==> config.mk <==
export PLATFORM = sky130hd
export DESIGN_NAME = scroll_sprite_addr_gen
export DESIGN_NICKNAME = d
export VERILOG_FILES = /design/src/rtl/dino_gfx_pkg.sv /design/src/rtl/anim_frame_ctr.sv /design/src/rtl/scroll_sprite_addr_gen.sv
export SDC_FILE = /design/constraint.sdc
export NUM_CORES = 1
export LEC_CHECK = 0
export ABC_AREA = 0
export CORE_MARGIN = 2
export CORE_UTILIZATION = 49
export DETAILED_ROUTE_END_ITERATION = 8
export GPL_ROUTABILITY_DRIVEN = 0
export GPL_TIMING_DRIVEN = 0
export PLACE_DENSITY = 0.73
export SLEW_MARGIN = 20
export SYNTH_ARGS = -nofsm -noshare
export SYNTH_HDL_FRONTEND = slang
export SYNTH_HIERARCHICAL = 1
export SYNTH_SLANG_ARGS = --single-unit
==> constraint.sdc <==
create_clock -name clk -period 3.05 [get_ports clk]
set_clock_uncertainty 0.1 [all_clocks]
set_input_delay 0.7625 -clock clk [delete_from_list [all_inputs] [get_ports clk]]
set_output_delay 0.7625 -clock clk [all_outputs]
set_load 0.05 [all_outputs]
Run 1, supply network:
Scale bar: 20 µm. Pins as bars on the die edge.
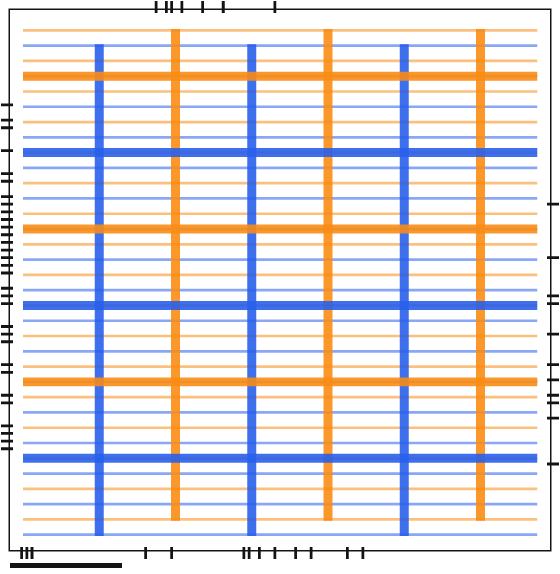
VDD: drawn in orange. VSS: drawn in blue.
34 met1 rails follow the rows. 62 signal pins sit on the boundary. 6 straps on met5. The core has 33 rows. 6 straps on met4.
Chip Width: 96.1 µm
Die Ht: 96.1 µm

Run 1, cells coloured by class:
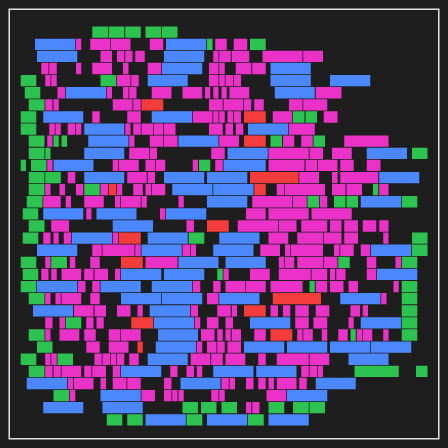
sequential cells: drawn in blue, cells 79, share of their area 38%. combinational and other logic: drawn in magenta, cells 299, share of their area 45%. clock drivers and dummy loads: drawn in red, cells 14, share of their area 3.9%. remaining buffers and delay cells: drawn in green, cells 76, share of their area 13%.
final instance area: 0.00532 mm²
register share of the cell area: 37.2%
core area: 0.00822 mm²

Run 1, routed clock nets over the placement:
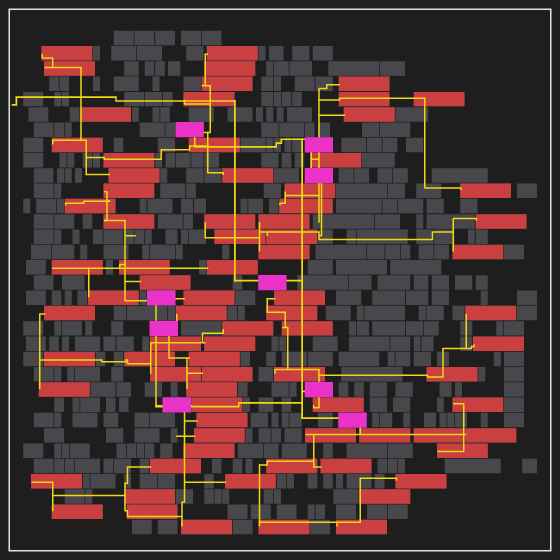
clock drivers: drawn in magenta, count 9. flip-flops: drawn in red, count 79. clock wires: drawn in yellow, length 918 µm.
There are 10 routed clock nets. Position of the flops: all over the die.
Skew-Pair Late Insertion Delay: 0.34 ns
P_clk: 0.801 mW

==> out/results.ini, run 1 <==
[grt]
gr-usage-all-layers_pct=18.8
grt_use_met1_pct=21.6
busiest_layer=met2
grt_start_max_net_pins=48
grt_pass1_vias=3120
overflow=0
antenna_found_initial=0
use_met2_pct=33.8
grt_pass1_wl_um=13400
grtUsageMet3_pct=3.92

[floorplan]
pin_count=62
dieArea_mm2=0.00924
row_count=33
fp_util_pct=50.6

[sta]
setup_tns_ns=-0.315
finalCritPeriodShare_pct=105
rsz0062_at_grt=true
finalSetupViolCount=2
fin_crit_ns=3.21
fmax_mhz=311
relSlewSlack_pct=60.6
drv_slew=0
setup_ws_ns=-0.161
worst_pin_slew_ns=0.586
hold_viol=0

[hold_path]
min_delay_path_depth=0
min_path_type=reg2reg

[synthesis]
synthCells=388
ys_warn_count=6
edf_count=0
synth.avg_cell_area_um2=10.7
ys.flops=79
netlist_area_mm2=0.00416
ys_area_mm2=0.00416
ys_types=44
floorplan.nets=483
ys_seq_share_pct=47.6
async_reset_ff_share_pct=100
synth_stat.cells=388
ff_type=dfrtp_1

[worst_setup_path]
arrival_ns=3.34
slowest_stage=dfrtp_2
slowest_delay_ns=0.45
path_max_fanout=4
cp_cell_sequence=ha_4 > fa_2 > xor2_2 > ha_4 > ha_4 > o21ai_2 > o21bai_2 > a21oi_2 > buf_4 > xnor2_4 > nand4_1 > xnor2_1 > a31o_2
crit_type=reg2reg
cp_common_cell=ha_4
start_kind=flop
r2r_slack_ns=-0.16
end_kind=flop
crit_family=adder cells
crit_buf_inv=1
cp.required_ns=3.18
rr_worst_depth=13
path_depth=13

[clocking]
cts_buffers=9
cts_buffer_depth=2
cts_root_buf=clkbuf_8
postCtsHoldBufs=0
post_cts_resized=7
numClockSinks=79
clk_pin_slew_worst_paths_ns=0.07
post_cts_buffers=4
cts_max_level=3
tritoncts=built

[placed_design]
dp.final_hpwl_um=5810
portBuffers=57
pre_cts_slack_ns=-0.239
dp.cells=551

[final_layout]
n_antenna_cell=0
final_cell_mix=dfrtp_1 (78), clkdlybuf4s50_1 (56), inv_1 (49), ha_1 (39), o21ai_0 (37)
synthToLayoutAreaGrowth_pct=27.9
layout_top_cell=dfrtp_1
largest_reg_flops=17
final_util_pct=64.7
drive_above_1_share_pct=12.4
nets=560
instances_no_fill=573

[run_status]
violations=negative setup slack
status=finished, violations left

[routing]
wire_per_inst_um=13.8
first_pass_iters=4
routed_wl_um=7900
ant_nets=0
vias=2947
drtIter0Drc=101
drcViolationCount=0
avgViaCountPerCell=5.14

[power_and_ir_drop]
power_density_mw_per_mm2=1140
p_total_mw=6.04
ir_drop_mv=0.693
p_leak_nw=2.44

[run]
drv_cap=0
warning_count=36

[run 1: cell usage after synthesis, types with 3 or more instances]
library cell   n  area share [%]
o21ai_0       38             4.6
clkbuf_1       9            0.81
a21o_1         9             1.6
fa_1           5             2.4
o21bai_1       3            0.54
dfrtp_1       79              48
nand3_1       10             1.2
nand2b_1       5            0.75
nor2b_1        7             1.1
a31oi_1        4            0.60
inv_1         49             4.4
nor2_1        10            0.90
xnor2_1       20             4.2
mux2_2         3            0.81
xor2_1        11             2.3
ha_1          47              14
a21oi_1       16             1.9
nand2_1       23             2.1
o22ai_1        7             1.1
[run 1: cell type report]
class	count	area, µm²
timing repair buffer	66	656
sequential	79	1980
tap	105	131
fill	636	2900
clock inverter	4	72.6
buffer	10	41.3
inverter	49	184
multi-input combinational	250	2120
clock buffer	10	128
[run 1: cells by family (layout without fill, tap and decap cells)]
logic type,Yosys count,count (layout),share of synthesized area (%)
mux,4,4,1.05
flops,79,79,47.6
compound gates,92,92,13.5
simple gates,66,66,7.80
xor+xnor,34,34,7.89
buf+inv,59,139,5.42
fa+ha+maj,52,52,16.6
other cells,2,2,0.181
[run 1: through the flow]
step	hold slack (ns)	instance area (µm²)
6_report	0.249	5320
3_3_place_gp	0.231	4900
2_1_floorplan	0.231	4190
5_1_grt	0.257	5320
4_1_cts	0.252	5210
3_5_place_dp	0.235	4920
[run 1: report_power, final]
part	leakage, nW	internal, mW	total [mW]	switching, mW
clock	0.0982	0.451	0.801	0.350
combinational	1.39	1.94	3.81	1.86
sequential	0.952	1.29	1.43	0.142
total	2.44	3.69	6.04	2.35
[run 1: metal layers]
layer / vias up / routed length, µm
li1: 1448 / -
met1: 1411 / 3300
met5: - / 0
met4: 0 / 217
met3: 21 / 306
met2: 67 / 4080
Run 1, routing congestion:
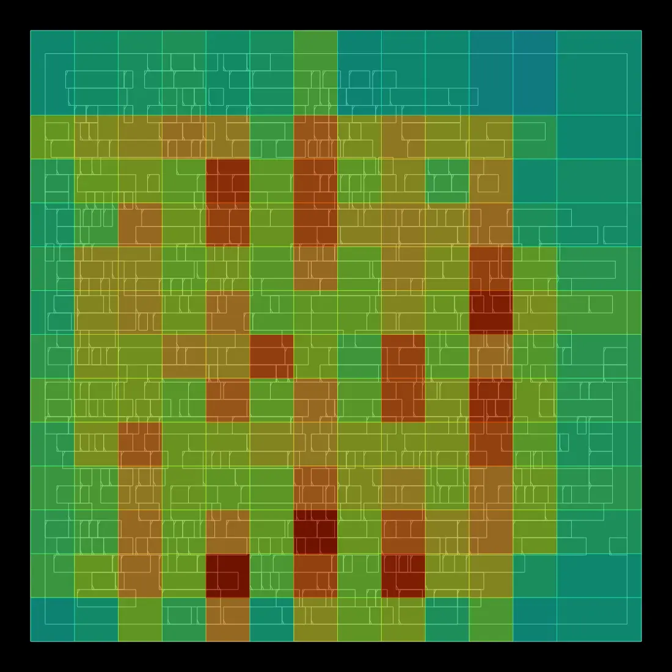

==> run 2, diff against run 1 <==
--- a/config.mk
+++ b/config.mk
@@ -6,11 +6,13 @@
 export NUM_CORES = 1
 export LEC_CHECK = 0
 export ABC_AREA = 0
+export CAP_MARGIN = 20
 export CORE_MARGIN = 2
 export CORE_UTILIZATION = 49
 export DETAILED_ROUTE_END_ITERATION = 8
 export GPL_ROUTABILITY_DRIVEN = 0
 export GPL_TIMING_DRIVEN = 0
+export MAX_ROUTING_LAYER = met4
 export PLACE_DENSITY = 0.73
 export SLEW_MARGIN = 20
 export SYNTH_ARGS = -nofsm -noshare
Run 2, routing congestion:
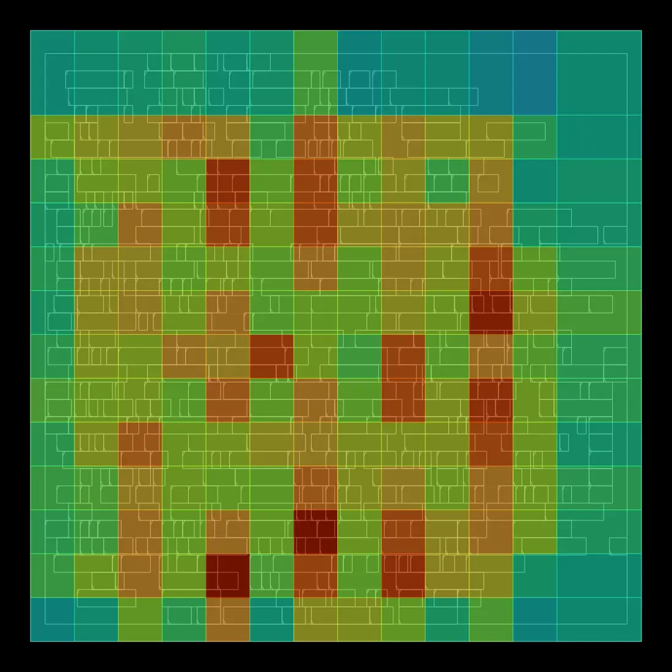
Final Util: 64.7%
GRT busiest layer: met2

==> run 2 against run 1 <==
  * The run still ends with negative setup slack left
  * Hold slack is essentially flat
  * Clock power is essentially flat
  * Highest routed layer unchanged
  * Global-route usage grew 0.54 points
  * Cell count is the same
  * Sequential cell count is the same
  * Clock-buffer cell count is the same
  * Fmax is essentially flat
==> out/results.ini, run 2 <==
[final_layout]
final_cell_mix=dfrtp_1 (78), clkdlybuf4s50_1 (56), inv_1 (49), ha_1 (39), o21ai_0 (37)
flop-count=79  ; unchanged
design_area_mm2=0.00532  ; unchanged
synthToLayoutAreaGrowth_pct=27.9  ; unchanged
seq_area_share_pct=37.2  ; unchanged
logic_gates=250  ; unchanged
n_fill_cell=636  ; unchanged
clock_buffers=10  ; unchanged
clock_area_share_pct=3.77  ; unchanged
drive_above_1_share_pct=12.4  ; unchanged
nets=560  ; unchanged
n_antenna_cell=0  ; unchanged
seqCellArea_mm2=0.00198  ; unchanged
nonClockInverterCount=49  ; unchanged
layout_top_cell=dfrtp_1
buffers=76  ; unchanged
buf_share_pct=13.1  ; unchanged
largest_reg_flops=17  ; unchanged
sh_comb_area_pct=40.0  ; unchanged

[sta]
relSlewSlack_pct=60.2  ; -0.32 points
holdWs_ns=0.249  ; +0.0000120 ns
setup_ws_ns=-0.163  ; -0.00223 ns
hold_viol=0  ; unchanged
finalSetupViolCount=2  ; unchanged
rsz0062_at_grt=true
drv_slew=0  ; unchanged
fmax_mhz=311  ; about the same
worst_pin_slew_ns=0.591  ; +0.00475 ns
finalCritPeriodShare_pct=105  ; about the same

[grt]
grtUsageMet3_pct=3.76  ; -0.16 points
grt_pass1_vias=3114  ; -0.19%
grt_pass1_wl_um=13400  ; about the same
use_met2_pct=33.7  ; -0.058 points
gr-usage-all-layers_pct=19.3  ; +0.54 points
grt_use_met1_pct=21.7  ; +0.15 points
antenna_found_initial=0  ; unchanged
grt_start_max_net_pins=48  ; unchanged

[hold_path]
min_delay_path_depth=0  ; unchanged
min_path_type=reg2reg

[routing]
wl_met3_um=294  ; -3.9%
ant_nets=0  ; unchanged
drcViolationCount=0  ; unchanged
routed_wl_um=7880  ; -0.27%
avgViaCountPerCell=5.15  ; +0.20%
wire_per_inst_um=13.8  ; -0.27%
wl_met1_um=3290  ; -0.21%
wl_met2_um=4090  ; +0.22%
first_pass_iters=4  ; unchanged
drtIter0Drc=95  ; -5.9%
top_layer=met4
vias=2953  ; +0.20%

[power_and_ir_drop]
p_int_mw=3.69  ; about the same
pwr-share-seq_pct=23.7  ; about the same
p_leak_nw=2.44  ; unchanged
power_frac_comb_pct=63.0  ; about the same
ir_drop_mv=0.693  ; about the same
clkPwrFrac_pct=13.2  ; about the same
power.switching_mw=2.36  ; about the same

[synthesis]
synthCells=388  ; unchanged
synth_top_cell_by_area=dfrtp_1
netlist_area_mm2=0.00416  ; unchanged
edf_count=0  ; unchanged
synth_stat.cells=388  ; unchanged
ys_area_mm2=0.00416  ; unchanged
top_cells_by_count=dfrtp_1 (79), inv_1 (49), ha_1 (47)
ys_seq_share_pct=47.6  ; unchanged
topCellsByArea=dfrtp_1 (48%), ha_1 (14%), o21ai_0 (4.6%)
ys.flops=79  ; unchanged
ys_types=44  ; unchanged
top_cell=dfrtp_1
yosysTopAreaCellShare_pct=47.6  ; unchanged
floorplan.nets=483  ; unchanged
synth.avg_cell_area_um2=10.7  ; unchanged
async_reset_ff_share_pct=100  ; unchanged
ys_warn_count=6  ; unchanged

[floorplan]
pin_count=62  ; unchanged
fp_util_pct=50.6  ; unchanged
dieArea_mm2=0.00924  ; unchanged
die_w_um=96.1  ; unchanged
dieHeight_um=96.1  ; unchanged
row_count=33  ; unchanged

[clocking]
clk_pin_slew_worst_paths_ns=0.07  ; about the same
cts_buffer_depth=2  ; unchanged
numClockSinks=79  ; unchanged
cts_root_buf=clkbuf_8
postCtsHoldBufs=0  ; unchanged
cts_buffers=9  ; unchanged
tritoncts=built
clock_latency_ns=0.34  ; about the same
cts_max_level=3  ; unchanged

[placed_design]
pre_cts_slack_ns=-0.239  ; unchanged
placed_cell_area_mm2=0.00492  ; unchanged
portBuffers=57  ; unchanged

[worst_setup_path]
path_max_fanout=4  ; unchanged
end_kind=flop
crit_type=reg2reg
rr_worst_depth=13  ; unchanged
cp.required_ns=3.18  ; about the same
r2r_slack_ns=-0.16  ; about the same

[run_status]
violations=negative setup slack
status=finished, violations left

[run]
warning_count=36  ; unchanged

run 2: stage by stage:
step | cells | utilization, % | power [mW] | TNS, ns
2_1_floorplan | 388 | - | 3.75 | 0
3_3_place_gp | 550 | 59.6 | 4.24 | -121.01
3_5_place_dp | 551 | 59.9 | 4.34 | -0.449
4_1_cts | 569 | 63.4 | 5.46 | -0.295
5_1_grt | 573 | 64.7 | 6.48 | -0.704
6_report | 573 | 64.7 | 6.04 | -0.317
run 2: power by group through the flow:
stage / clock [mW] / sequential, mW / combinational (mW)
2_1_floorplan: 0 / 1.66 / 2.10
3_3_place_gp: 0 / 1.44 / 2.80
3_5_place_dp: 0 / 1.45 / 2.89
4_1_cts: 0.822 / 1.43 / 3.20
5_1_grt: 0.868 / 1.47 / 4.15
6_report: 0.799 / 1.43 / 3.81
run 2: worst max-delay path: stages, from the launching register on:
cell and delay [ns]:
dfrtp_2 0.45, ha_4 0.18, fa_2 0.41, xor2_2 0.21
ha_4 0.24, ha_4 0.29, o21ai_2 0.06, o21bai_2 0.17
a21oi_2 0.09, buf_4 0.16, xnor2_4 0.20, nand4_1 0.14
xnor2_1 0.15, a31o_2 0.24
run 2: repair_timing:
item / 4_1_cts / 5_1_grt
hold endpoints to repair: 0 / 0
buffers inserted: 4 / 4
endpoints found under the setup margin: 2 / 3
gates resized: 7 / 13
pin swaps: 4 / 15
run 2: kinds of logic (layout without fill, tap and decap cells):
family | count (synthesis) | count (layout) | share of synthesized area [%]
AND-OR/OR-AND | 92 | 92 | 13.5
XOR/XNOR | 34 | 34 | 7.89
adder cells (fa/ha/maj) | 52 | 52 | 16.6
buffers and inverters | 59 | 139 | 5.42
flip-flops | 79 | 79 | 47.6
multiplexers | 4 | 4 | 1.05
other | 2 | 2 | 0.181
AND/OR/NAND/NOR | 66 | 66 | 7.80
Power and IR drop assume default switching activity.
